### Floorplan with the power grid, run 1

Pins as bars on the die edge. Tap cells in grey.
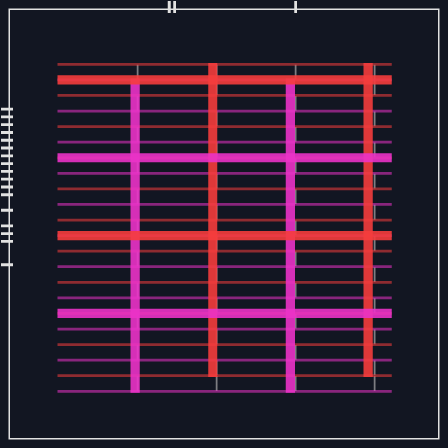
### Routing congestion, run 1

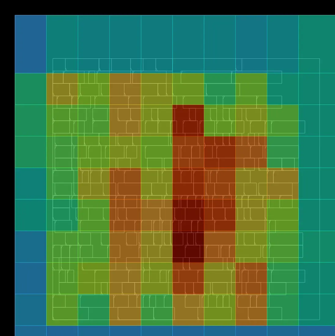
### Placement by cell class, run 1

Scale bar: 20 um.
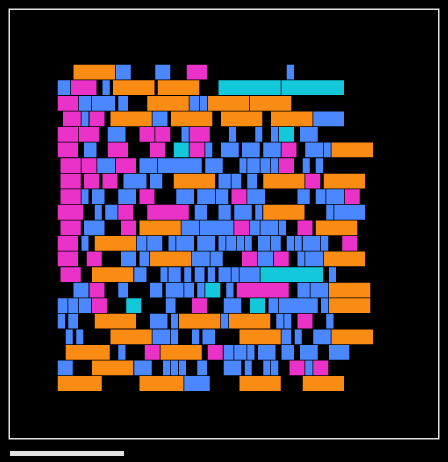
==> config.mk <==
export PLATFORM = sky130hd
export DESIGN_NAME = sw_watch_controller_flat
export DESIGN_NICKNAME = d
export VERILOG_FILES = /design/src/rtl/sw_watch_controller_if.sv /design/src/rtl/sw_watch_controller.sv /design/src/flat_wrapper.sv
export SDC_FILE = /design/constraint.sdc
export NUM_CORES = 1
export LEC_CHECK = 0
export CAP_MARGIN = 40
export CORE_MARGIN = 8
export CORE_UTILIZATION = 49
export DETAILED_ROUTE_END_ITERATION = 10
export GPL_ROUTABILITY_DRIVEN = 0
export PLACE_DENSITY = 0.74
export SYNTH_ARGS = -nofsm -noshare
export SYNTH_HDL_FRONTEND = slang
export SYNTH_SLANG_ARGS = --single-unit
==> constraint.sdc <==
create_clock -name clk -period 1.9 [get_ports clk]
set_input_delay 0.285 -clock clk [delete_from_list [all_inputs] [get_ports clk]]
set_output_delay 0.285 -clock clk [all_outputs]
set_load 0.03 [all_outputs]
==> qor.csv, run 1 <==
metric,value,unit
fmax,0.546,GHz
max_cap_viol_count,0,
detailed_place_hpwl,2.74,mm
grt.overflow.total,0,
ys_types,38,
clk_root_buf,sky130_fd_sc_hd__clkbuf_4,
cts_setup_buffers,0,
yosys-stat-area,1690,um^2
worst_slew_margin_relative_to_its_limit,0.674,
drt.antenna.violating_nets,0,
largest_register_ffs,29,
path_cells,nor4b_2 > nand4_1 > nor4_4 > and2b_2 > or2_4 > clkbuf_16 > nor2_1,
outcome,completed,
worstSetupEndpointType,register,
synth.cellmix.simpleShare,0.359,
mappedNetlistArea,1690,um^2
timing.final.crit_period,1.83,ns
tightest_hold_margin,0.422,ns
worstRegToRegCells,7,
r2r_setup_slack,0.07,ns
postSynthCellCount,194,
clockNetworkAreaShare,0.0550,
synthesis.nets,202,
sequential_cell_area_fraction_in_the_yosys_report,0.426,
power_switching_share,0.193,
total_power,1.67,mW
p_leak,0.873,nW
worst_clock_skew,0.0132,ns
vias_per_cell,5.22,
ys_sh_aoi,0.0244,
postPlaceCellArea,2120,um^2
synth.largest_area_cell,sky130_fd_sc_hd__dfxtp_1,
synth.logic.top_family,simple AND/OR/NAND/NOR gates,
cts.repair.resized,1,
timing.critical_path.fanout_max,13,
tightest_slew,0.482,ns
clkTransAtPathRegs,0.12,ns
drc,0,
intPower,1.35,mW
## Picture notes: 'Floorplan with the power grid'
net	colour
VDD	red
VSS	magenta
met1 rails	22
signal pins	20
met4 straps	4
maximum VDD drop: 0.518 mV
DIE HEIGHT: 74.8 um
horizontal die dimension: 74.8 um
core region area: 3340 um^2

## Picture notes: 'Routing congestion'
fraction of met1 tracks used by global routing: 0.179
GRT Max-Usage Layer: met2
GRT met2 Usage: 0.232
final core utilization: 0.695
aggregate global-route resource usage: 0.147

## Picture notes: 'Placement by cell class'
class	colour	cells	share of their area
remaining logic cells	blue	152	42%
remaining buffers and delay cells	magenta	50	20%
clock drivers and dummy loads	cyan	8	5.6%
sequential cells	orange	36	32%
total non-filler cell area in the finished layout: 2320 um^2
Row Count: 21
sequential cell area share: 0.312

==> run 2: changes to the inputs <==
--- a/config.mk
+++ b/config.mk
@@ -11,6 +11,7 @@
 export DETAILED_ROUTE_END_ITERATION = 10
 export GPL_ROUTABILITY_DRIVEN = 0
 export PLACE_DENSITY = 0.74
+export REMOVE_ABC_BUFFERS = 1
 export SYNTH_ARGS = -nofsm -noshare
 export SYNTH_HDL_FRONTEND = slang
 export SYNTH_SLANG_ARGS = --single-unit
==> run 2 against run 1 <==
  * Final area down 3.3%
  * Area after synthesis unchanged
  * Clock power is 44% lower
  * Sequential power hardly changed
  * Register-to-register slack better by 0.06 ns
  * Via count is 1.9% lower
  * Highest routed layer unchanged
==> qor.csv, run 2 <==
metric,value,unit,change
intPower,1.02,mW,-25%
die_w,74.8,um,unchanged
r2r_setup_slack,0.13,ns,+0.06 ns
clk_root_buf,sky130_fd_sc_hd__clkbuf_4,,
area.share.sequential,0.323,,+0.0108
cts.repair.resized,1,,unchanged
vias_per_cell,5.19,,-0.54%
largest_register_ffs,29,,unchanged
power_switching_share,0.227,,+0.0344
postSynthCellCount,194,,unchanged
path_cells,nor4bb_4 > nand4_1 > nor4_2 > and2b_2 > or2_4 > clkbuf_16 > nor2_1,,
total_power,1.32,mW,-21%
gr-usage-met2,0.211,,-0.0213
grtUsageTotal,0.134,,-0.0132
ys_types,38,,unchanged
synth.cellmix.simpleShare,0.359,,unchanged
mappedNetlistArea,1690,um^2,unchanged
outcome,completed,,
num_rows,21,,unchanged
sequential_cell_area_fraction_in_the_yosys_report,0.426,,unchanged
max_cap_viol_count,0,,unchanged
timing.critical_path.fanout_max,13,,unchanged
postLayoutCoreUtil,0.672,,-0.0232
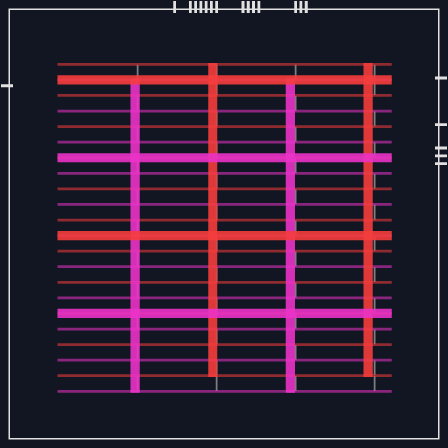
*Floorplan with the power grid, run 2*
Pins as bars on the die edge. Tap cells in grey.
net	colour
VSS	magenta
VDD	red
met4 straps	4
tap cells	46
met5 straps	4
signal pins	20
maximum VDD drop: 0.332 mV

==> run 3: changes to the inputs <==
--- a/config.mk
+++ b/config.mk
@@ -7,10 +7,11 @@
 export LEC_CHECK = 0
 export CAP_MARGIN = 40
 export CORE_MARGIN = 8
-export CORE_UTILIZATION = 49
+export CORE_UTILIZATION = 54
 export DETAILED_ROUTE_END_ITERATION = 10
 export GPL_ROUTABILITY_DRIVEN = 0
-export PLACE_DENSITY = 0.74
+export GPL_TIMING_DRIVEN = 0
+export PLACE_DENSITY = 0.77
 export REMOVE_ABC_BUFFERS = 1
 export SYNTH_ARGS = -nofsm -noshare
 export SYNTH_HDL_FRONTEND = slang
==> constraint.sdc (replaced) <==
create_clock -name clk -period 1.8 [get_ports clk]
set_input_delay 0.27 -clock clk [delete_from_list [all_inputs] [get_ports clk]]
set_output_delay 0.27 -clock clk [all_outputs]
set_load 0.03 [all_outputs]
==> run 3 against run 2 <==
  * Global-route usage increased by 1.5 points
  * Hold slack improved by 0.032 ns
  * Final area decreased by 4.9%
  * Register-to-register slack got worse by 0.13 ns
  * Combinational power decreased by about 10%
  * Sequential cell count unchanged
  * Highest routed layer unchanged
  * Synthesized cell count unchanged
==> qor.csv, run 3 <==
metric,value,unit,change
outcome,completed,,
critPathRequiredTime,2.03,ns,
post_route_cells_drive_above_1_share,0.264,,
logic_gate_count,152,,
route.top_layer_used,met4,,
postSynthCellCount,194,,unchanged
max_cap_viol_count,0,,unchanged
vias_per_cell,5.52,,+6.2%
power_switching_share,0.221,,-0.00605
postLayoutCoreUtil,0.705,,+0.0326
total_power,1.36,mW,+3.1%
mappedNetlistArea,1690,um^2,unchanged
r2r_setup_slack,0.002,ns,-0.13 ns
critical_path_class,register to register,,
vdd_drop_max,0.462,mV,+39%
die_w,72.0,um,-3.7%
ys_types,38,,unchanged
clk_root_buf,sky130_fd_sc_hd__clkbuf_4,,
area.share.sequential,0.347,,+0.0241
route.met3.wl,196,um,
grtUsageTotal,0.150,,+0.0154
gr-usage-met2,0.260,,+0.0491
sequential_cell_area_fraction_in_the_yosys_report,0.426,,unchanged
cts.repair.resized,18,,+17
synth.cellmix.simpleShare,0.359,,unchanged
largest_register_ffs,29,,unchanged
intPower,1.06,mW,+4.0%
numPlacedInstances,250,,
path_cells,nor4bb_2 > nand4_1 > nor4_2 > and2b_2 > or2_4 > nor2_2,,
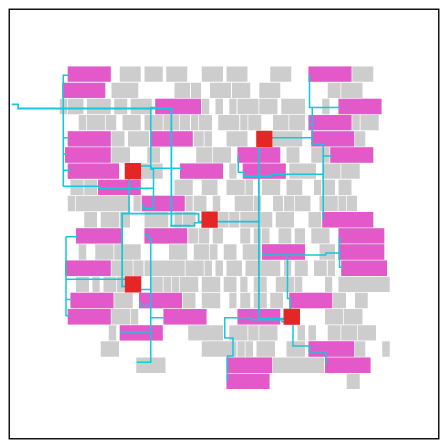
*Clock network drawn from the DEF, run 3*
[clock-net drivers] red | count: 5
[clock wires] cyan | length: 393 um
[flip-flops] magenta | count: 36
routed clock nets	6
clk_skew: 0.00274 ns
insertion delay of the later-clocked pin in the worst-skew pair: 0.33 ns
clock share of power: 0.343
power of the clock network: 0.465 mW


==> notes/layouts.md <==
Pictures saved along the way, in no particular order.

Register map, names as in the netlist.
picture 1
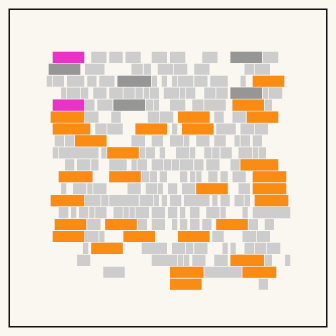
picture 2
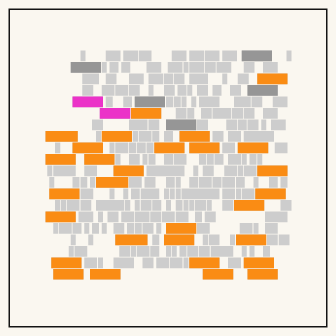
picture 3
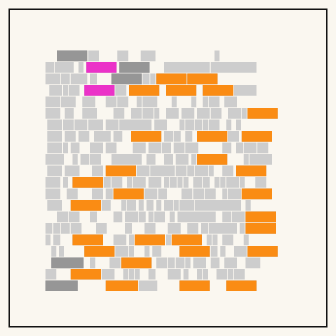
- picture 1 = run 3
- picture 2 = run 2
- picture 3 = run 1

Power is estimated from default activity; no workload was simulated.
